## src/rtl/score_bcd_ctrl_pkg.sv

```systemverilog
// Shared definitions for the scoreboard display path.
// Digit codes are common with the downstream dual 7-segment driver:
//   0..9 = BCD digit, CODE_BLANK = segments off, CODE_P = letter 'P'.
package scoreboard_pkg;

  localparam logic [3:0] CODE_BLANK    = 4'd10;
  localparam logic [3:0] CODE_P        = 4'd11;
  localparam logic [3:0] BCD_MAX_DIGIT = 4'd9;

  typedef enum logic {
    SCORE = 1'b0,
    SHOW  = 1'b1
  } state_e;

  // Tens-digit code with optional leading-zero blanking.
  function automatic logic [3:0] tens_code(input logic [3:0] tens, input logic blank);
    return (blank && (tens == 4'd0)) ? CODE_BLANK : tens;
  endfunction

endpackage

```

## src/rtl/score_bcd_ctrl_if.sv

```systemverilog
// Request/display bundle between the score keeper and its surroundings.
//   inc_i/dec_i/clr_i : level requests (debounced, clk-synchronous)
//   player_sel_i      : active player select (0 = P1, 1 = P2)
//   tens_o/ones_o     : digit codes to the 7-segment driver
//   player_o          : registered active player
// master = request source / display consumer, slave = score_bcd_ctrl.
interface score_bcd_ctrl_if;

  logic       inc_i;
  logic       dec_i;
  logic       clr_i;
  logic       player_sel_i;
  logic [3:0] tens_o;
  logic [3:0] ones_o;
  logic       player_o;

  modport master (
    output inc_i, dec_i, clr_i, player_sel_i,
    input  tens_o, ones_o, player_o
  );

  modport slave (
    input  inc_i, dec_i, clr_i, player_sel_i,
    output tens_o, ones_o, player_o
  );

endinterface

```

## src/rtl/score_bcd_ctrl_bcd_score_reg.sv

```systemverilog
// Two-digit saturating BCD score register (00..99).
//   clk_i, rst_i       : clock, synchronous active-high reset (score -> 00)
//   inc, dec, clr      : single-cycle enables; clr wins, inc+dec together is a no-op
//   tens, ones         : registered score digits
//   tens_nxt, ones_nxt : next-state digits, so a parent can register a display
//                        copy that updates on the same edge as the score
module bcd_score_reg
  import scoreboard_pkg::*;
(
  input  logic       clk_i,
  input  logic       rst_i,
  input  logic       inc,
  input  logic       dec,
  input  logic       clr,
  output logic [3:0] tens,
  output logic [3:0] ones,
  output logic [3:0] tens_nxt,
  output logic [3:0] ones_nxt
);

  logic at_max;
  logic at_min;

  assign at_max = (tens == BCD_MAX_DIGIT) && (ones == BCD_MAX_DIGIT);
  assign at_min = (tens == 4'd0) && (ones == 4'd0);

  always_comb begin
    tens_nxt = tens;
    ones_nxt = ones;
    if (clr) begin
      tens_nxt = '0;
      ones_nxt = '0;
    end else if (inc && !dec && !at_max) begin
      if (ones == BCD_MAX_DIGIT) begin
        ones_nxt = '0;
        tens_nxt = tens + 4'd1;
      end else begin
        ones_nxt = ones + 4'd1;
      end
    end else if (dec && !inc && !at_min) begin
      if (ones == 4'd0) begin
        ones_nxt = BCD_MAX_DIGIT;
        tens_nxt = tens - 4'd1;
      end else begin
        ones_nxt = ones - 4'd1;
      end
    end
  end

  always_ff @(posedge clk_i) begin
    if (rst_i) begin
      tens <= '0;
      ones <= '0;
    end else begin
      tens <= tens_nxt;
      ones <= ones_nxt;
    end
  end

endmodule

```

## src/rtl/score_bcd_ctrl.sv

```systemverilog
// Two-player BCD score keeper feeding the dual 7-segment driver.
//   clk_i : clock
//   rst_i : synchronous active-high reset
//   bus   : slave side of score_bcd_ctrl_if (requests in, digit codes out)
// Requests act on their rising edge and only on the active player. A player
// change shows "P1"/"P2" for SHOW_CYCLES cycles unless a request arrives.
module score_bcd_ctrl
  import scoreboard_pkg::*;
#(
  parameter int unsigned SHOW_CYCLES   = 1000000,
  parameter bit          BLANK_LEADING = 1'b1
) (
  input logic             clk_i,
  input logic             rst_i,
  score_bcd_ctrl_if.slave bus
);

  localparam int unsigned CW = (SHOW_CYCLES > 0 && $clog2(SHOW_CYCLES + 1) > 0)
                               ? $clog2(SHOW_CYCLES + 1) : 1;
  localparam logic [CW-1:0] CNT_LOAD = (SHOW_CYCLES > 0) ? CW'(SHOW_CYCLES - 1) : '0;

  logic          inc_prev, dec_prev, clr_prev;
  logic          inc_ev, dec_ev, clr_ev, any_ev;
  logic          player_q, player_nxt, player_chg;
  state_e        state_q;
  logic [CW-1:0] cnt_q;
  logic          show_start, show_hold, show_nxt;

  logic [3:0] p1_tens, p1_ones, p1_tens_nxt, p1_ones_nxt;
  logic [3:0] p2_tens, p2_ones, p2_tens_nxt, p2_ones_nxt;
  logic [3:0] act_tens_nxt, act_ones_nxt;

  assign inc_ev = bus.inc_i & ~inc_prev;
  assign dec_ev = bus.dec_i & ~dec_prev;
  assign clr_ev = bus.clr_i & ~clr_prev;
  assign any_ev = inc_ev | dec_ev | clr_ev;

  // Events target the player as updated this cycle, not the stale register.
  assign player_chg = bus.player_sel_i != player_q;
  assign player_nxt = bus.player_sel_i;

  bcd_score_reg u_p1 (
    .clk_i    (clk_i),
    .rst_i    (rst_i),
    .inc      (inc_ev & ~player_nxt),
    .dec      (dec_ev & ~player_nxt),
    .clr      (clr_ev & ~player_nxt),
    .tens     (p1_tens),
    .ones     (p1_ones),
    .tens_nxt (p1_tens_nxt),
    .ones_nxt (p1_ones_nxt)
  );

  bcd_score_reg u_p2 (
    .clk_i    (clk_i),
    .rst_i    (rst_i),
    .inc      (inc_ev & player_nxt),
    .dec      (dec_ev & player_nxt),
    .clr      (clr_ev & player_nxt),
    .tens     (p2_tens),
    .ones     (p2_ones),
    .tens_nxt (p2_tens_nxt),
    .ones_nxt (p2_ones_nxt)
  );

  assign act_tens_nxt = player_nxt ? p2_tens_nxt : p1_tens_nxt;
  assign act_ones_nxt = player_nxt ? p2_ones_nxt : p1_ones_nxt;

  // Whether the indicator is on after this edge; drives the registered
  // outputs so the display switches on the same edge as the state.
  // A request always wins over starting/continuing the indicator.
  assign show_start = (state_q == SCORE) && player_chg && !any_ev && (SHOW_CYCLES != 0);
  assign show_hold  = (state_q == SHOW) && !any_ev && (player_chg || (cnt_q != '0));
  assign show_nxt   = show_start || show_hold;

  always_ff @(posedge clk_i) begin
    if (rst_i) begin
      inc_prev     <= 1'b0;
      dec_prev     <= 1'b0;
      clr_prev     <= 1'b0;
      player_q     <= bus.player_sel_i;
      state_q      <= SCORE;
      cnt_q        <= '0;
      bus.tens_o   <= BLANK_LEADING ? CODE_BLANK : 4'd0;
      bus.ones_o   <= '0;
      bus.player_o <= bus.player_sel_i;
    end else begin
      inc_prev     <= bus.inc_i;
      dec_prev     <= bus.dec_i;
      clr_prev     <= bus.clr_i;
      player_q     <= player_nxt;
      bus.player_o <= player_nxt;

      case (state_q)
        SCORE: begin
          if (show_start) begin
            state_q <= SHOW;
            cnt_q   <= CNT_LOAD;
          end
        end
        SHOW: begin
          if (!show_hold) begin
            state_q <= SCORE;
            cnt_q   <= '0;
          end else if (player_chg) begin
            cnt_q <= CNT_LOAD;
          end else begin
            cnt_q <= cnt_q - CW'(1);
          end
        end
        default: begin
          state_q <= SCORE;
          cnt_q   <= '0;
        end
      endcase

      if (show_nxt) begin
        bus.tens_o <= CODE_P;
        bus.ones_o <= player_nxt ? 4'd2 : 4'd1;
      end else begin
        bus.tens_o <= tens_code(act_tens_nxt, BLANK_LEADING);
        bus.ones_o <= act_ones_nxt;
      end
    end
  end

endmodule

```

## src/flat_wrapper.sv

```systemverilog
// flat-port wrapper written by rule: the top's interface ports become plain ports
module score_bcd_ctrl_flat import scoreboard_pkg::*;
#(
  parameter int unsigned SHOW_CYCLES   = 1000000,
  parameter bit          BLANK_LEADING = 1'b1
)
  (clk_i, rst_i, bus_inc_i, bus_dec_i, bus_clr_i, bus_player_sel_i, bus_tens_o, bus_ones_o, bus_player_o);
  score_bcd_ctrl_if bus_i ();
  input logic clk_i;
  input logic rst_i;
  input wire logic [$bits(bus_i.inc_i)-1:0] bus_inc_i;
  input wire logic [$bits(bus_i.dec_i)-1:0] bus_dec_i;
  input wire logic [$bits(bus_i.clr_i)-1:0] bus_clr_i;
  input wire logic [$bits(bus_i.player_sel_i)-1:0] bus_player_sel_i;
  output wire logic [$bits(bus_i.tens_o)-1:0] bus_tens_o;
  output wire logic [$bits(bus_i.ones_o)-1:0] bus_ones_o;
  output wire logic [$bits(bus_i.player_o)-1:0] bus_player_o;
  assign bus_i.inc_i = bus_inc_i;
  assign bus_i.dec_i = bus_dec_i;
  assign bus_i.clr_i = bus_clr_i;
  assign bus_i.player_sel_i = bus_player_sel_i;
  assign bus_tens_o = bus_i.tens_o;
  assign bus_ones_o = bus_i.ones_o;
  assign bus_player_o = bus_i.player_o;
  score_bcd_ctrl #(.SHOW_CYCLES(SHOW_CYCLES), .BLANK_LEADING(BLANK_LEADING)) u_core (.clk_i(clk_i), .rst_i(rst_i), .bus(bus_i));
endmodule
```

## config.mk

```make
export PLATFORM = sky130hd
export DESIGN_NAME = score_bcd_ctrl_flat
export DESIGN_NICKNAME = d
export VERILOG_FILES = /design/src/rtl/score_bcd_ctrl_pkg.sv /design/src/rtl/score_bcd_ctrl_if.sv /design/src/rtl/score_bcd_ctrl_bcd_score_reg.sv /design/src/rtl/score_bcd_ctrl.sv /design/src/flat_wrapper.sv
export SDC_FILE = /design/constraint.sdc
export NUM_CORES = 1
export LEC_CHECK = 0
export ABC_AREA = 1
export CAP_MARGIN = 30
export CORE_MARGIN = 2
export CORE_UTILIZATION = 55
export CTS_CLUSTER_DIAMETER = 30
export DETAILED_ROUTE_END_ITERATION = 8
export GPL_TIMING_DRIVEN = 1
export PLACE_DENSITY = 0.83
export SKIP_CTS_REPAIR_TIMING = 1
export SYNTH_ARGS = -nofsm -noshare
export SYNTH_HDL_FRONTEND = slang
export SYNTH_SLANG_ARGS = --single-unit
```

## constraint.sdc

```tcl
create_clock -name clk_i -period 1.85 [get_ports clk_i]
set_input_delay 0.555 -clock clk_i [delete_from_list [all_inputs] [get_ports clk_i]]
set_output_delay 0.555 -clock clk_i [all_outputs]
set_load 0.02 [all_outputs]
```

==> notes.md <==
Purpose: to document the outcome of synthesis and place and route.

Run status
The flow ran to the end, but the final reports show violations. The final reports fail on negative setup slack.

STA
The measured slew at the worst slew-check pin is roughly 0.39 ns. The worst slew slack as a fraction of its limit is 0.7368. After routing, the total negative slack on setup checks comes to -0.8477 ns. The setup slack after layout is -0.1932 ns. The final timing report counts setup violations totalling 12. Dividing the final minimum period by the clock period gives 1.104.

Layout
The largest contributor to cell area by class is combinational gates. The layout has 61 inverters outside the clock class. Leaving out fill and tap cells, the most frequent cell in the layout is sky130_fd_sc_hd__nand2_1. The number of flip-flops and latches is 49. The post-layout net count is approximately 630. After layout, the buffer instance count without clock buffers stands at roughly 98. The final design area excluding fillers is 4659 um2.

Detailed routing
The detailed-routing iteration count for the pre-antenna-repair pass is 5. The starting DRC count in detailed routing is 503.

Setup path
The endpoint required time on the critical path is 2.11 ns. The maximum fanout along the worst path is 7. STA classifies the critical path endpoint as a register. The capturing instance or port of the critical path is u_core.bus.ones_o[1]$_SDFF_PP0_.

The number of cells on the worst reg-to-reg path is 13. The critical path arrival is 2.31 ns. In this run the critical path is formed by inv_4 -> ha_4 -> nand2_4 -> nor2_4 -> nand2_2 -> nand2_4 -> buf_4 -> nor2_1 -> a211oi_1 -> o21ai_1 -> nand2_1 -> nand3_1 -> nand2_1.

STA classifies the critical path startpoint as a register.

Synth
The synthesized design contains approximately 50 register bits. The count of yosys warnings during synthesis is 0. Synthesis produced a netlist with a net count of 537.

In this run, the synthesized area fraction spent on AND-OR/OR-AND gates is recorded as 0.1288. The number of cells produced by synthesis is a little over 500.

Global routing
The via count of the first global-routing pass was 3334. The maximum number of pins on one net before global-route repair is 18. The met3 layer usage reported by global route is 0.04505. For this run the aggregate overflow at the end of global routing stands at 0.

The global-route total usage across every layer is 0.2752.

Worst hold path
The critical hold path startpoint is u_core.cnt_q[8]$_SDFFE_PP0P_. In the hold timing report, the worst path depth is 2.

Flow run
The count of warning messages emitted by the tools is 37.

Place
The post-placement setup slack is -0.5976 ns. The placed instance count is between 600 and 700. Detailed placement reports a standard cell area of about 4000 um2.

Clock network
TritonCTS created 5 clock buffers. The clock transition time at the flip-flop clock pins of the worst setup and hold paths is 0.11 ns. The worst-skew pair later-pin latency is 0.33 ns.

Pwr
The combinational cell fraction of total power is 0.435. The power per unit of standard cell area is between 700 and 800 nW/um2. The switching component of the power was reported as 1.429 mW. The power consumed by the clock network is 0.728 mW.

Die
The boundary pin count is 15. The standard-cell row count is 28.
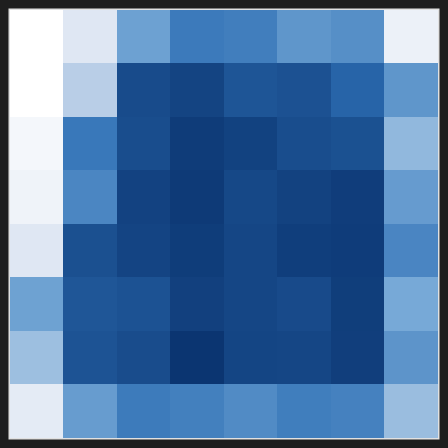
(placement density heat map)
The die is cut into 8 by 8 equal tiles; white is low, dark blue is high, 0 to 100% covered.
- fullest tile: 98%
- densest ninth of the die: centre
- mean over tiles: 69%
- nearly empty tiles: 3.1%
- tiles over 75% full: 52%
- emptiest ninth of the die: north-west

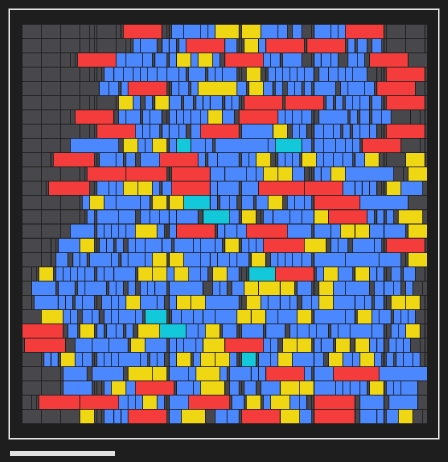
(cell classes on the final placement)
Bar = 20 um. Fill, decap, tap and diode cells in grey.
- red: flip-flops (cells 49; share of their area 22%)
- blue: all other logic (cells 457; share of their area 58%)
- yellow: other buffers and delay cells (cells 98; share of their area 18%)
- cyan: clock drivers and dummy loads (cells 8; share of their area 2.1%)

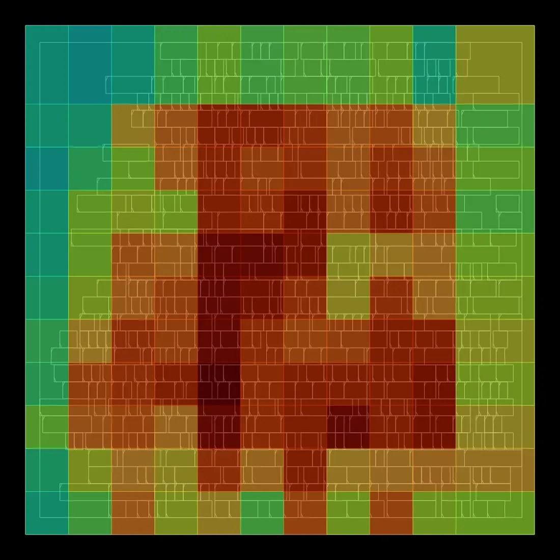
(track usage over the die)
global-route track usage on met1: 0.3627
end-of-flow core utilization: 0.7917
layer with the highest usage after global routing: met2
GR met2 Demand/Resource: 0.4639
post-DR wirelength/cell: 17.41 um

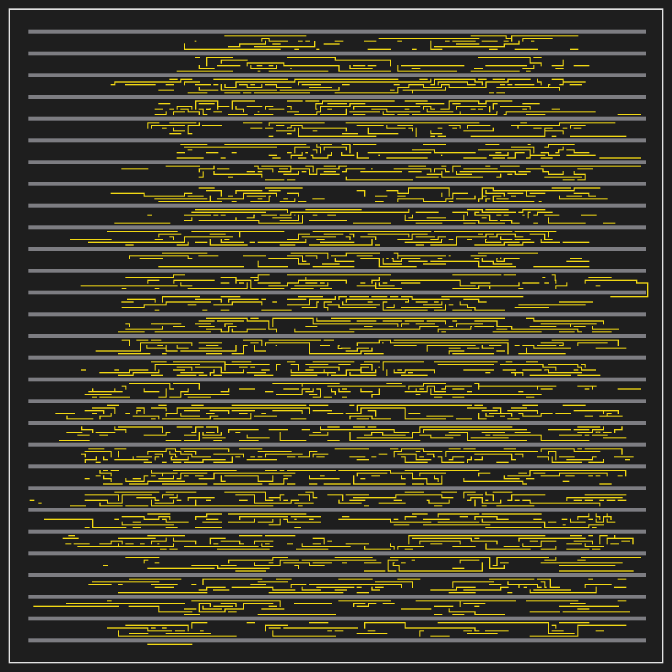
(metal 1)
Supply wires on this layer in grey.
- wire length on this layer: 4510 um
- main direction: horizontal
- longest straight run: 21.6 um

Power and IR drop assume default switching activity.
